--- src/rtl/regfile_debug_access.sv ---
// regfile_debug_access: debug initiator turning READ/WRITE/DUMP commands into register-file port accesses
// Ports: clk, reset (sync, active-high); cmd_valid/cmd_ready/cmd_op/cmd_addr/cmd_data command channel;
// rsp_valid/rsp_ready/rsp_addr/rsp_data/rsp_last response channel; rf_* register-file port; busy when not IDLE.
module regfile_debug_access #(
  parameter int NUM_REGS = 32,
  parameter int ADDR_W = 5,
  parameter int DATA_W = 32
) (
  input  logic              clk,
  input  logic              reset,
  input  logic              cmd_valid,
  output logic              cmd_ready,
  input  logic [1:0]        cmd_op,
  input  logic [ADDR_W-1:0] cmd_addr,
  input  logic [DATA_W-1:0] cmd_data,
  output logic              rsp_valid,
  input  logic              rsp_ready,
  output logic [ADDR_W-1:0] rsp_addr,
  output logic [DATA_W-1:0] rsp_data,
  output logic              rsp_last,
  output logic [ADDR_W-1:0] rf_read_addr,
  input  logic [DATA_W-1:0] rf_read_data,
  output logic              rf_should_write,
  output logic [31:0]       rf_write_addr,
  output logic [DATA_W-1:0] rf_write_data,
  output logic              busy
);
  typedef enum logic [1:0] {IDLE, RD, WR, RSP} state_t;
  localparam logic [1:0] OP_WRITE = 2'b10;
  localparam logic [1:0] OP_DUMP = 2'b11;
  localparam logic [ADDR_W-1:0] LAST_ADDR = ADDR_W'(NUM_REGS - 1);
  state_t state, state_n;
  logic [ADDR_W-1:0] cur_addr, wr_addr;
  logic [DATA_W-1:0] cur_data;
  logic dump_mode, accept, rsp_done, dump_next;
  assign cmd_ready = state == IDLE;
  assign busy = state != IDLE;
  assign accept = cmd_ready && cmd_valid;
  assign rsp_done = state == RSP && rsp_ready;
  assign dump_next = dump_mode && !rsp_last;
  assign rf_read_addr = cur_addr;
  // x0 is hardwired zero, so its write strobe is suppressed
  assign rf_should_write = state == WR && cur_addr != '0;
  // wr_addr/cur_data only change on WRITE acceptance, so the write port holds its last values
  assign rf_write_addr = 32'(wr_addr);
  assign rf_write_data = cur_data;
  // READ (01) and DUMP (11) share the RD path; NOP (00) is dropped
  always_comb begin
    state_n = state;
    if (accept) state_n = cmd_op == OP_WRITE ? WR : cmd_op[0] ? RD : IDLE;
    else if (state == RD || state == WR) state_n = RSP;
    else if (rsp_done) state_n = dump_next ? RD : IDLE;
  end
  always_ff @(posedge clk) begin
    if (reset) begin
      state <= IDLE;
      cur_addr <= '0;
      wr_addr <= '0;
      cur_data <= '0;
      dump_mode <= 1'b0;
      rsp_valid <= 1'b0;
      rsp_addr <= '0;
      rsp_data <= '0;
      rsp_last <= 1'b0;
    end else begin
      state <= state_n;
      if (accept && cmd_op != 2'b00) begin
        cur_addr <= cmd_op == OP_DUMP ? '0 : cmd_addr;
        dump_mode <= cmd_op == OP_DUMP;
      end
      if (accept && cmd_op == OP_WRITE) begin
        cur_data <= cmd_data;
        wr_addr <= cmd_addr;
      end
      if (state == RD || state == WR) begin
        rsp_valid <= 1'b1;
        rsp_addr <= cur_addr;
        rsp_data <= state == WR ? (cur_addr == '0 ? '0 : cur_data) : rf_read_data;
        rsp_last <= state == WR || !dump_mode || cur_addr == LAST_ADDR;
      end
      if (rsp_done) begin
        rsp_valid <= 1'b0;
        if (dump_next) cur_addr <= cur_addr + 1'b1;
      end
    end
  end
endmodule

--- config.mk ---
export PLATFORM = sky130hd
export DESIGN_NAME = regfile_debug_access
export DESIGN_NICKNAME = d
export VERILOG_FILES = /design/src/rtl/regfile_debug_access.sv
export SDC_FILE = /design/constraint.sdc
export NUM_CORES = 1
export LEC_CHECK = 0
export CAP_MARGIN = 20
export CORE_MARGIN = 2
export CORE_UTILIZATION = 44
export CTS_BUF_LIST = sky130_fd_sc_hd__clkbuf_8
export DETAILED_ROUTE_END_ITERATION = 10
export GPL_TIMING_DRIVEN = 0
export PLACE_DENSITY = 0.95
export SLEW_MARGIN = 30
export SYNTH_ARGS = -nofsm -noshare
export SYNTH_HDL_FRONTEND = slang
export SYNTH_SLANG_ARGS = --single-unit
--- constraint.sdc ---
create_clock -name clk -period 2.9 [get_ports clk]
set_clock_uncertainty 0.05 [all_clocks]
set_input_delay 0.29 -clock clk [delete_from_list [all_inputs] [get_ports clk]]
set_output_delay 0.29 -clock clk [all_outputs]
set_load 0.02 [all_outputs]
clock_nets.png
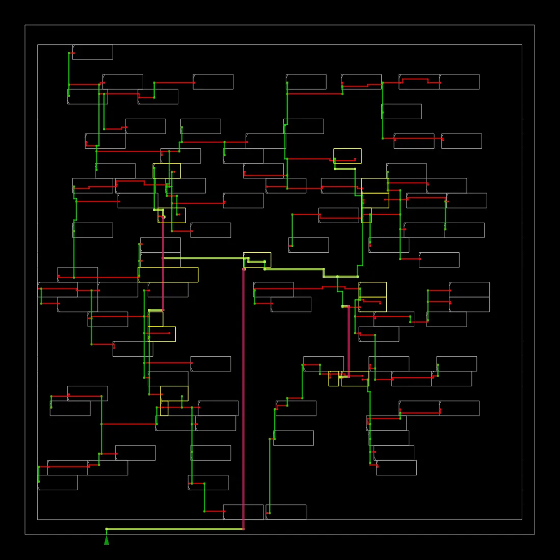
seq_cells: 84
Clock Latency Late Sink: 0.34 ns
clock buffers: 11
CTS Sinks: 84
clock group power: 850 µW

m3.png
Drawn at 4 px/µm.
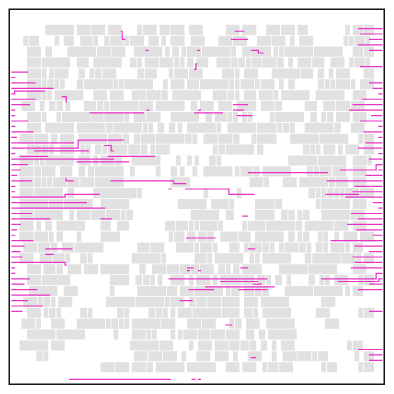
wire length on this layer: 833 µm
share of all routed wire: 7.3%
via count: 3803
final wirelength: 11400 µm

m4.png
Drawn at 4 px/µm. Supply wires on this layer in grey.
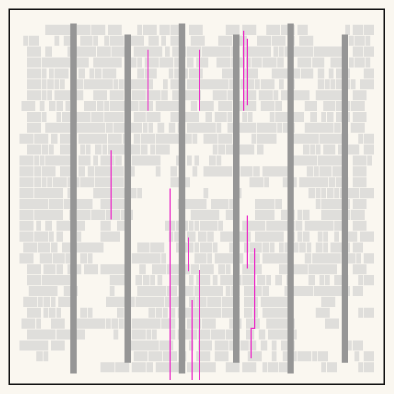
longest straight run: 47.6 µm
main direction: vertical
wire length on this layer: 227 µm
nets with wire on the layer: 10
share of all routed wire: 2.0%

==> Slide: Implementation Results <==
Physical Implementation Snapshot

Synthesis
  – Mapped cell area: 3510 µm²
  – Distinct lib cells: 32
  – Post-synthesis sequential area ratio: between 40% and 50%
  – Top cells by area: dfxtp_1, a221oi_1, nand2_1, buf_4, a21oi_1
  – Yosys stat area: ~3500 µm²
  – # Cells Yosys: 423

Pwr
  – Net Switching: 1850 µW

Detailed routing
  – Vias per Instance: 5.25
  – Detailed Routing Iterations Pass 1: 4
  – DRC violation total after the first TritonRoute iteration: 208

Placement
  – Gpl congestion: 0.811
  – Dpl hpwl: 8570 µm

Clock tree
  – CTS Buf Count: 9
  – Worst-path clk slew: about 0.090 ns
  – CTS HTree Levels: 3

Global route
  – Total congestion overflow: 0

Layout
  – Area Overhead vs Synth: 56.9%
  – Fillers: around 600

Setup path
  – R2r setup slk: about 0.91 ns
  – CP Data Arrival Time: 2.42 ns

Floorplanning
  – Core ar.: 7730 µm²
  – Chip area: 8720 µm²

STA
  – Tmin final: 2.76 ns
  – Slew margin rel.: 60.3%

Outcome
  – Outcome: finished clean
closeup.png
Window x 43 to 93, y 43 to 93 µm. Cells in grey, sequential cells in the stronger grey; small squares are vias.
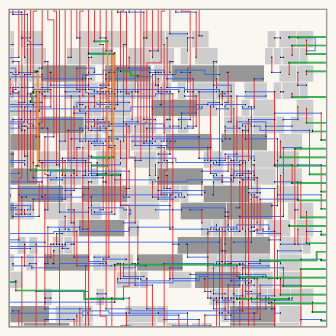
[orange] M4
[red] M2
[green] M3
[blue] M1
netlist names of flops here include: rf_write_data (12), rsp_data (11)
most frequent: clkdlybuf4s50_1 (46), dfxtp_1 (24), nand2_1 (22)
sequential cells in the window: 24
cells with their middle in the window: 184

pinout.png
Drawn at 4 px/µm. Pins as bars across the die edge, other pins in grey.
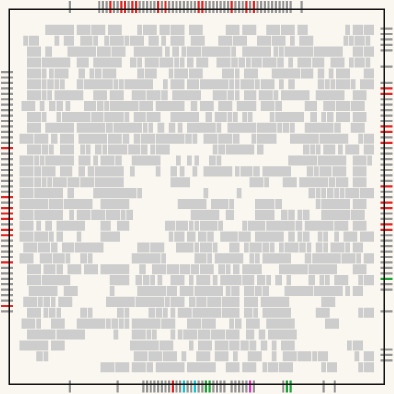
[red] rsp_data | pins: 32 | direction: output | edge: 12 top, 10 right, 9 left, 1 bottom
[cyan] cmd_op | pins: 2 | direction: input | edge: bottom
[magenta] rsp_last | pins: 1 | direction: output | edge: bottom
[green] rsp_addr | pins: 5 | direction: output | edge: 4 bottom, 1 right
Die Wd: 93.4 µm
port bufs: 157
Die H: 93.4 µm

## stage by stage
stage               power, µW  worst slack [ns]  cells  area [µm²]  hold slack [ns]
finish                   4620             0.145    724        5510            0.367
global route             4870            0.0153    724        5510            0.419
CTS                      4610             0.145    724        5510            0.358
detailed placement       3770             0.531    708        5310            0.400
global placement         3680             0.533    708        5310            0.397
floorplan                2880              1.18    449        3610            0.376
## cells by family after synthesis
| kind of cell | after synthesis | synth area share [%] |
|---|---|---|
| simple gates | 171 | 21.0 |
| compound gates | 89 | 16.7 |
| flops | 84 | 47.8 |
| buf+inv | 66 | 10.5 |
| fa+ha+maj | 6 | 2.14 |
| mux | 5 | 1.42 |
| other cells | 1 | 0.107 |
| xor+xnor | 1 | 0.249 |
## cell usage after synthesis, types with 2 or more instances
cell / number
dfxtp_1: 84
nand2_1: 77
nor2_1: 46
a21oi_1: 43
nor3_1: 35
a221oi_1: 33
buf_4: 29
clkbuf_1: 18
buf_2: 9
inv_1: 9
ha_1: 6
mux2i_1: 5
o21ai_0: 5
a211oi_1: 2
a311oi_1: 2
a31oi_1: 2
nand4b_1: 2
nor3b_1: 2
## final cells by class
| cell class | instances | area share (%) |
|---|---|---|
| multi-input combinational | 299 | 28.3 |
| clock inverter | 5 | 0.930 |
| inverter | 9 | 0.613 |
| buffer | 57 | 6.06 |
| timing repair buffer | 157 | 28.5 |
| tap | 102 | 2.31 |
| clock buffer | 11 | 2.75 |
| sequential | 84 | 30.5 |
## how the worst max path moves through the flow
stage                                from         endpoint  cells after the start
after floorplan           rf_read_addr[0]     rsp_data[24]                      7
after global placement    rf_read_addr[0]  rf_should_write                      6
after detailed placement  rf_read_addr[0]  rf_should_write                      6
after CTS                 rf_read_addr[0]  rf_should_write                      6
after global routing      rf_read_addr[0]  rf_should_write                      6
final                     rf_read_addr[0]  rf_should_write                      6
## worst max-delay path: stages, from the launching register on
cell             delay (ns)
dfxtp_1                0.45
inv_1                  0.07
ha_1                   0.19
nor4b_2                0.16
nor2_2                 0.25
buf_2                  0.30
clkdlybuf4s50_1        0.65
## flip-flops by register name (all words and copies together), names as in the netlist
name           cells
rf_write_data     32
rsp_data          32
rf_read_addr       5
rsp_addr           5
wr_addr            5
state              2
dump_mode          1
rsp_last           1
rsp_valid          1
## cell usage in the layout, fill, tap and decap left out, types with 2 or more instances in the layout
cell / instances
a211oi_1: 2
a21oi_1: 43
a221oi_1: 33
a311oi_1: 2
a31oi_1: 2
buf_2: 9
buf_4: 29
clkbuf_1: 18
clkbuf_8: 11
clkdlybuf4s50_1: 157
clkinv_2: 2
conb_1: 27
dfxtp_1: 84
ha_1: 6
inv_1: 10
mux2i_1: 5
nand2_1: 77
nand4b_1: 2
nor2_1: 46
nor3_1: 35
nor3b_1: 2
o21ai_0: 5
## per-layer routing
layer  routed length, µm  track usage [%]  up-vias
li1                    -                -     1802
met1                4490             29.2     1805
met2                5840             46.2      173
met3                 833             4.35       23
met4                 226             10.0        0
met5                   0                0        -
## power by group through the flow
stage	registers, µW	logic (µW)	clock network, µW
4_1_cts	1530	2220	859
2_1_floorplan	1790	1080	0
5_1_grt	1560	2410	900
6_report	1540	2230	850
3_5_place_dp	1560	2210	0
3_3_place_gp	1540	2140	0
Power figures rest on the tool's default switching activity, not on a simulated workload.
